`src/rtl/sw_alloc.sv`:
```
`default_nettype none
// ============================================================================
// Module   : sw_alloc
// Purpose  : 5-port wormhole switch allocator. Each output runs a round-robin
//            arbiter and holds its lock on the winner until the tail flit.
// Revision : 1.0 - initial release
// ============================================================================
module sw_alloc #(
    parameter int         NUM_PORTS = 5,
    parameter logic [2:0] IDLE_SEL  = 3'b111
) (
    input  logic       clk,
    input  logic       rst,
    input  logic       req_valid_n_i,
    input  logic       req_valid_s_i,
    input  logic       req_valid_e_i,
    input  logic       req_valid_w_i,
    input  logic       req_valid_l_i,
    input  logic [2:0] req_dir_n_i,
    input  logic [2:0] req_dir_s_i,
    input  logic [2:0] req_dir_e_i,
    input  logic [2:0] req_dir_w_i,
    input  logic [2:0] req_dir_l_i,
    input  logic       req_tail_n_i,
    input  logic       req_tail_s_i,
    input  logic       req_tail_e_i,
    input  logic       req_tail_w_i,
    input  logic       req_tail_l_i,
    input  logic       out_ready_n_i,
    input  logic       out_ready_s_i,
    input  logic       out_ready_e_i,
    input  logic       out_ready_w_i,
    input  logic       out_ready_l_i,
    output logic [2:0] address_route_n_o,
    output logic [2:0] address_route_s_o,
    output logic [2:0] address_route_e_o,
    output logic [2:0] address_route_w_o,
    output logic [2:0] address_route_l_o,
    output logic       valid_n_o,
    output logic       valid_s_o,
    output logic       valid_e_o,
    output logic       valid_w_o,
    output logic       valid_l_o,
    output logic       err_o
);

    logic [NUM_PORTS-1:0] w_req_valid;
    logic [NUM_PORTS-1:0] w_req_tail;
    logic [NUM_PORTS-1:0] w_out_ready;
    logic [2:0]           w_req_dir [NUM_PORTS];

    logic [NUM_PORTS-1:0] w_cand;
    logic [NUM_PORTS-1:0] w_illegal;
    logic [NUM_PORTS-1:0] w_gnt_vld;
    logic [NUM_PORTS-1:0] w_fire;
    logic [2:0]           w_gnt_idx [NUM_PORTS];
    logic [3:0]           w_pos;
    logic [NUM_PORTS-1:0] w_claimed;
    logic                 w_multi_gnt;

    logic [2:0]           r_rr_ptr    [NUM_PORTS];
    logic [2:0]           r_out_owner [NUM_PORTS];
    logic [NUM_PORTS-1:0] r_out_lock;
    logic [NUM_PORTS-1:0] r_in_locked;
    logic                 r_err;

    assign w_req_valid = {req_valid_l_i, req_valid_w_i, req_valid_e_i, req_valid_s_i, req_valid_n_i};
    assign w_req_tail  = {req_tail_l_i, req_tail_w_i, req_tail_e_i, req_tail_s_i, req_tail_n_i};
    assign w_out_ready = {out_ready_l_i, out_ready_w_i, out_ready_e_i, out_ready_s_i, out_ready_n_i};
    assign w_req_dir[0] = req_dir_n_i;
    assign w_req_dir[1] = req_dir_s_i;
    assign w_req_dir[2] = req_dir_e_i;
    assign w_req_dir[3] = req_dir_w_i;
    assign w_req_dir[4] = req_dir_l_i;

    // Only unlocked inputs present a routable head; locked inputs' dir is don't-care.
    always_comb begin
        for (int i = 0; i < NUM_PORTS; i++) begin
            w_cand[i]    = w_req_valid[i] && !r_in_locked[i]
                           && (w_req_dir[i] < 3'(NUM_PORTS)) && (w_req_dir[i] != 3'(i));
            w_illegal[i] = w_req_valid[i] && !r_in_locked[i] && !w_cand[i];
        end
    end

    always_comb begin
        w_pos = 4'd0;
        for (int o = 0; o < NUM_PORTS; o++) begin
            w_gnt_vld[o] = 1'b0;
            w_gnt_idx[o] = 3'd0;
            if (r_out_lock[o]) begin
                w_gnt_idx[o] = r_out_owner[o];
                w_gnt_vld[o] = w_req_valid[r_out_owner[o]] && w_out_ready[o];
            end else if (w_out_ready[o]) begin
                // Scan farthest-first so the candidate closest to the pointer wins.
                for (int k = NUM_PORTS - 1; k >= 0; k--) begin
                    w_pos = {1'b0, r_rr_ptr[o]} + 4'(k);
                    if (w_pos >= 4'(NUM_PORTS)) begin
                        w_pos = w_pos - 4'(NUM_PORTS);
                    end
                    if (w_cand[w_pos[2:0]] && (w_req_dir[w_pos[2:0]] == 3'(o))) begin
                        w_gnt_vld[o] = 1'b1;
                        w_gnt_idx[o] = w_pos[2:0];
                    end
                end
            end
        end
    end

    assign w_fire = w_gnt_vld & {NUM_PORTS{!rst}};

    always_ff @(posedge clk) begin
        if (rst) begin
            for (int o = 0; o < NUM_PORTS; o++) begin
                r_rr_ptr[o]    <= 3'd0;
                r_out_owner[o] <= 3'd0;
            end
            r_out_lock  <= '0;
            r_in_locked <= '0;
            r_err       <= 1'b0;
        end else begin
            if (|w_illegal) begin
                r_err <= 1'b1;
            end
            for (int o = 0; o < NUM_PORTS; o++) begin
                if (w_fire[o]) begin
                    if (w_req_tail[w_gnt_idx[o]]) begin
                        r_out_lock[o]               <= 1'b0;
                        r_in_locked[w_gnt_idx[o]]   <= 1'b0;
                        r_rr_ptr[o] <= (w_gnt_idx[o] == 3'(NUM_PORTS - 1)) ? 3'd0
                                                                           : w_gnt_idx[o] + 3'd1;
                    end else if (!r_out_lock[o]) begin
                        r_out_lock[o]               <= 1'b1;
                        r_out_owner[o]              <= w_gnt_idx[o];
                        r_in_locked[w_gnt_idx[o]]   <= 1'b1;
                    end
                end
            end
        end
    end

    assign address_route_n_o = w_fire[0] ? w_gnt_idx[0] : IDLE_SEL;
    assign address_route_s_o = w_fire[1] ? w_gnt_idx[1] : IDLE_SEL;
    assign address_route_e_o = w_fire[2] ? w_gnt_idx[2] : IDLE_SEL;
    assign address_route_w_o = w_fire[3] ? w_gnt_idx[3] : IDLE_SEL;
    assign address_route_l_o = w_fire[4] ? w_gnt_idx[4] : IDLE_SEL;
    assign valid_n_o = w_fire[0];
    assign valid_s_o = w_fire[1];
    assign valid_e_o = w_fire[2];
    assign valid_w_o = w_fire[3];
    assign valid_l_o = w_fire[4];
    assign err_o     = r_err;

    // An input popped by two outputs in one cycle would duplicate a flit.
    always_comb begin
        w_multi_gnt = 1'b0;
        w_claimed   = '0;
        for (int o = 0; o < NUM_PORTS; o++) begin
            if (w_fire[o]) begin
                if (w_claimed[w_gnt_idx[o]]) begin
                    w_multi_gnt = 1'b1;
                end
                w_claimed[w_gnt_idx[o]] = 1'b1;
            end
        end
    end

    a_single_output: assert property (@(posedge clk) disable iff (rst) !w_multi_gnt);

endmodule
`default_nettype wire

```
`config.mk`:
```
export PLATFORM = sky130hd
export DESIGN_NAME = sw_alloc
export DESIGN_NICKNAME = d
export VERILOG_FILES = /design/src/rtl/sw_alloc.sv
export SDC_FILE = /design/constraint.sdc
export NUM_CORES = 1
export LEC_CHECK = 0
export CORE_UTILIZATION = 45
export CTS_BUF_LIST = sky130_fd_sc_hd__clkbuf_4 sky130_fd_sc_hd__clkbuf_8
export DETAILED_ROUTE_END_ITERATION = 8
export PLACE_DENSITY_LB_ADDON = 0.25
export RECOVER_POWER = 100
export SLEW_MARGIN = 20
export SYNTH_ARGS = -nofsm -noshare
export SYNTH_HDL_FRONTEND = slang
export SYNTH_SLANG_ARGS = --single-unit
export TNS_END_PERCENT = 5
```
`constraint.sdc`:
```
create_clock -name clk -period 11.73 [get_ports clk]
set_input_delay 1.173 -clock clk [delete_from_list [all_inputs] [get_ports clk]]
set_output_delay 1.173 -clock clk [all_outputs]
set_load 0.005 [all_outputs]
```
**Congestion heat map**

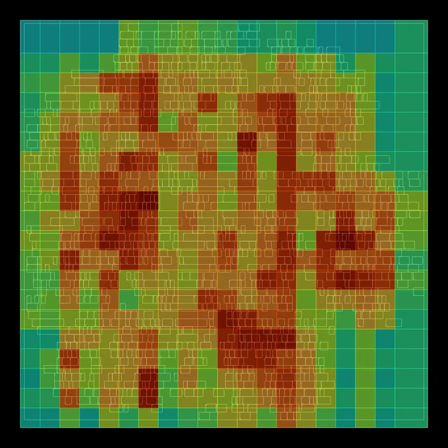
grt met1 use: 0.407
utilization after layout: 0.492
WL/cell: 20.1 um
met2 Track Usage GR: 0.461
All-Layer GR Usage: 0.291

==> run notes <==
flow finished, numbers: outcome finished, violations left, failing checks capacitance limit, slew limit, FF-to-FF setup slack 3490 ps, 1st-pass router iterations 6, Cell Area, Synth 0.00889 mm2, RSZ-0062 raised after global routing no, Fin Setup TNS 0 ps, Slew Viols, Final 16, clock-pin slew of the registers on the worst-case setup and hold paths 80 ps, ys cells 1194, EDFF count, synth 30, Synth top cell by count nand2_1, Die ar. 0.0203 mm2, Clock Tree Root clkbuf_8, fin nets 1290, design area 0.00954 mm2, Log Warnings 60, total grt overflow 0, Adder Area Share 0.0883, Syn Area/Cell 7.44 um2, final tally of hold violations 0, R2R depth 16, Port-buffer cells 52, clock skew 9.87 ps, Basic Gates by Area 0.335, Synth flops 41, CTS max path bufs 2, Synth Instances 1194, Critical Path End r_out_owner[0][13]$_SDFFCE_PP0P_, clk ins delay skew pair 310 ps, Worst Setup Start Kind flip-flop, Critical Path RT 11690 ps, Cell area leaders edfxtp_1 10%, ha_1 7.5%, nand2_1 5.1%, Async SR Flop Fraction 0, worst vdd ir 135 uV, RR Startpoint r_rr_ptr[0][3]$_SDFFCE_PP0P_, setup bufs post-CTS 0, DIE WIDTH 143 um, max-cap check violation count 1, clock sink count 41, period utilization 0.703, Synth warnings 0, via/cell ratio 6.64
**Supply network**

The bar under the picture is 50 um long. Pins as bars on the die edge.
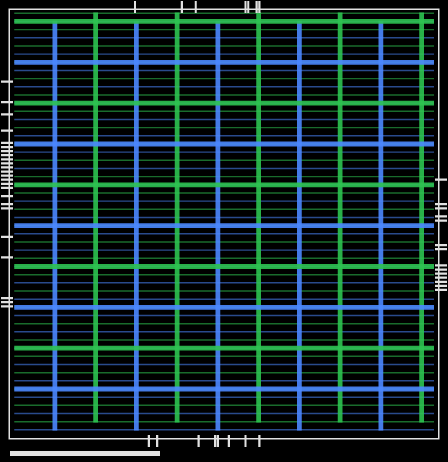
[blue] VSS
[green] VDD
met1 rails: 52
rows: 51

-- how the worst min path moves through the flow --
stage                                     startpoint                    endpoint  cells past startpoint
final                     r_out_lock[0]$_SDFFE_PP0N_  r_out_lock[0]$_SDFFE_PP0N_                      2
after global routing              err_o$_SDFFE_PP0P_          err_o$_SDFFE_PP0P_                      2
after global placement    r_out_lock[2]$_SDFFE_PP0P_  r_out_lock[2]$_SDFFE_PP0P_                      2
after floorplan                   err_o$_SDFFE_PP0P_          err_o$_SDFFE_PP0P_                      2
after CTS                 r_out_lock[2]$_SDFFE_PP0P_  r_out_lock[2]$_SDFFE_PP0P_                      2
after detailed placement  r_out_lock[2]$_SDFFE_PP0P_  r_out_lock[2]$_SDFFE_PP0P_                      2
-- per-layer routing --
metal  global-route usage  part of all wire  vias up
met5                    0                 0        -
li1                     -                 -     4590
met2                0.461              0.44      489
met3               0.0306             0.087       67
met4                0.101             0.029        0
met1                0.407              0.45     4590
-- placed cells by master (no fill, tap or decap), types with 9 or more instances in the layout --
| master | n |
|---|---|
| dfxtp_1 | 11 |
| a31oi_1 | 19 |
| nor3_1 | 39 |
| nand4_1 | 11 |
| a21oi_1 | 75 |
| or2_2 | 13 |
| a21o_1 | 17 |
| o31ai_1 | 15 |
| edfxtp_1 | 30 |
| dlygate4sd3_1 | 20 |
| mux2i_1 | 36 |
| and3_1 | 18 |
| nor4_1 | 16 |
| o211ai_1 | 16 |
| inv_1 | 50 |
| nor3b_1 | 14 |
| ha_1 | 53 |
| o32ai_1 | 10 |
| o21a_1 | 9 |
| nand2b_1 | 44 |
| a211o_1 | 9 |
| nand2_1 | 120 |
| a211oi_1 | 19 |
| o22ai_1 | 10 |
| xnor2_1 | 17 |
| and2_1 | 11 |
| o21ai_0 | 46 |
| clkdlybuf4s50_1 | 32 |
| nor2_1 | 97 |
| nand3_1 | 47 |
| or3_1 | 27 |
| nor2b_1 | 28 |
| mux4_2 | 9 |
-- sequential cells by signal (all words and copies together), names as in the netlist --
signal	count
r_in_locked	5
r_out_lock	5
err_o	1
r_out_owner	15
r_rr_ptr	15
-- report_power, final --
group,total [mW],internal (mW),switching (mW)
logic,2.01,0.763,1.25
clock network,0.118,0.0652,0.0529
registers,0.340,0.219,0.121
total,2.47,1.05,1.42
-- metrics by stage --
step,std cells,worst slack (ps),hold slack (ps),power (mW)
CTS,1466,5380,630,2.48
global route,1467,2720,659,2.69
floorplan,1194,7130,542,1.89
global placement,1458,5390,613,2.34
finish,1467,3490,639,2.47
detailed placement,1458,5390,616,2.35
-- area by class of cell --
type	count	area, um2	share of cell area
multi-input cells	1040	7220	0.757
flip-flops and latches	41	1120	0.118
repair buffers	55	536	0.0562
well taps	265	332	0.0348
inverters	57	216	0.0227
clock buffers	6	76.3	0.00800
clock inverters	2	33.8	0.00354
diodes	1	2.50	0.000262
-- critical path, delay by kind of cell, from the launching register on --
| kind | cells | cell delay (ps) |
|---|---|---|
| adder cells (fa/ha/maj) | 2 | 810 |
| AND-OR/OR-AND | 5 | 2030 |
| buffers and inverters | 3 | 1550 |
| AND/OR/NAND/NOR | 6 | 3200 |
| flip-flops | 1 | 320 |
No activity file was given, so power comes from the tool's default toggle rates.
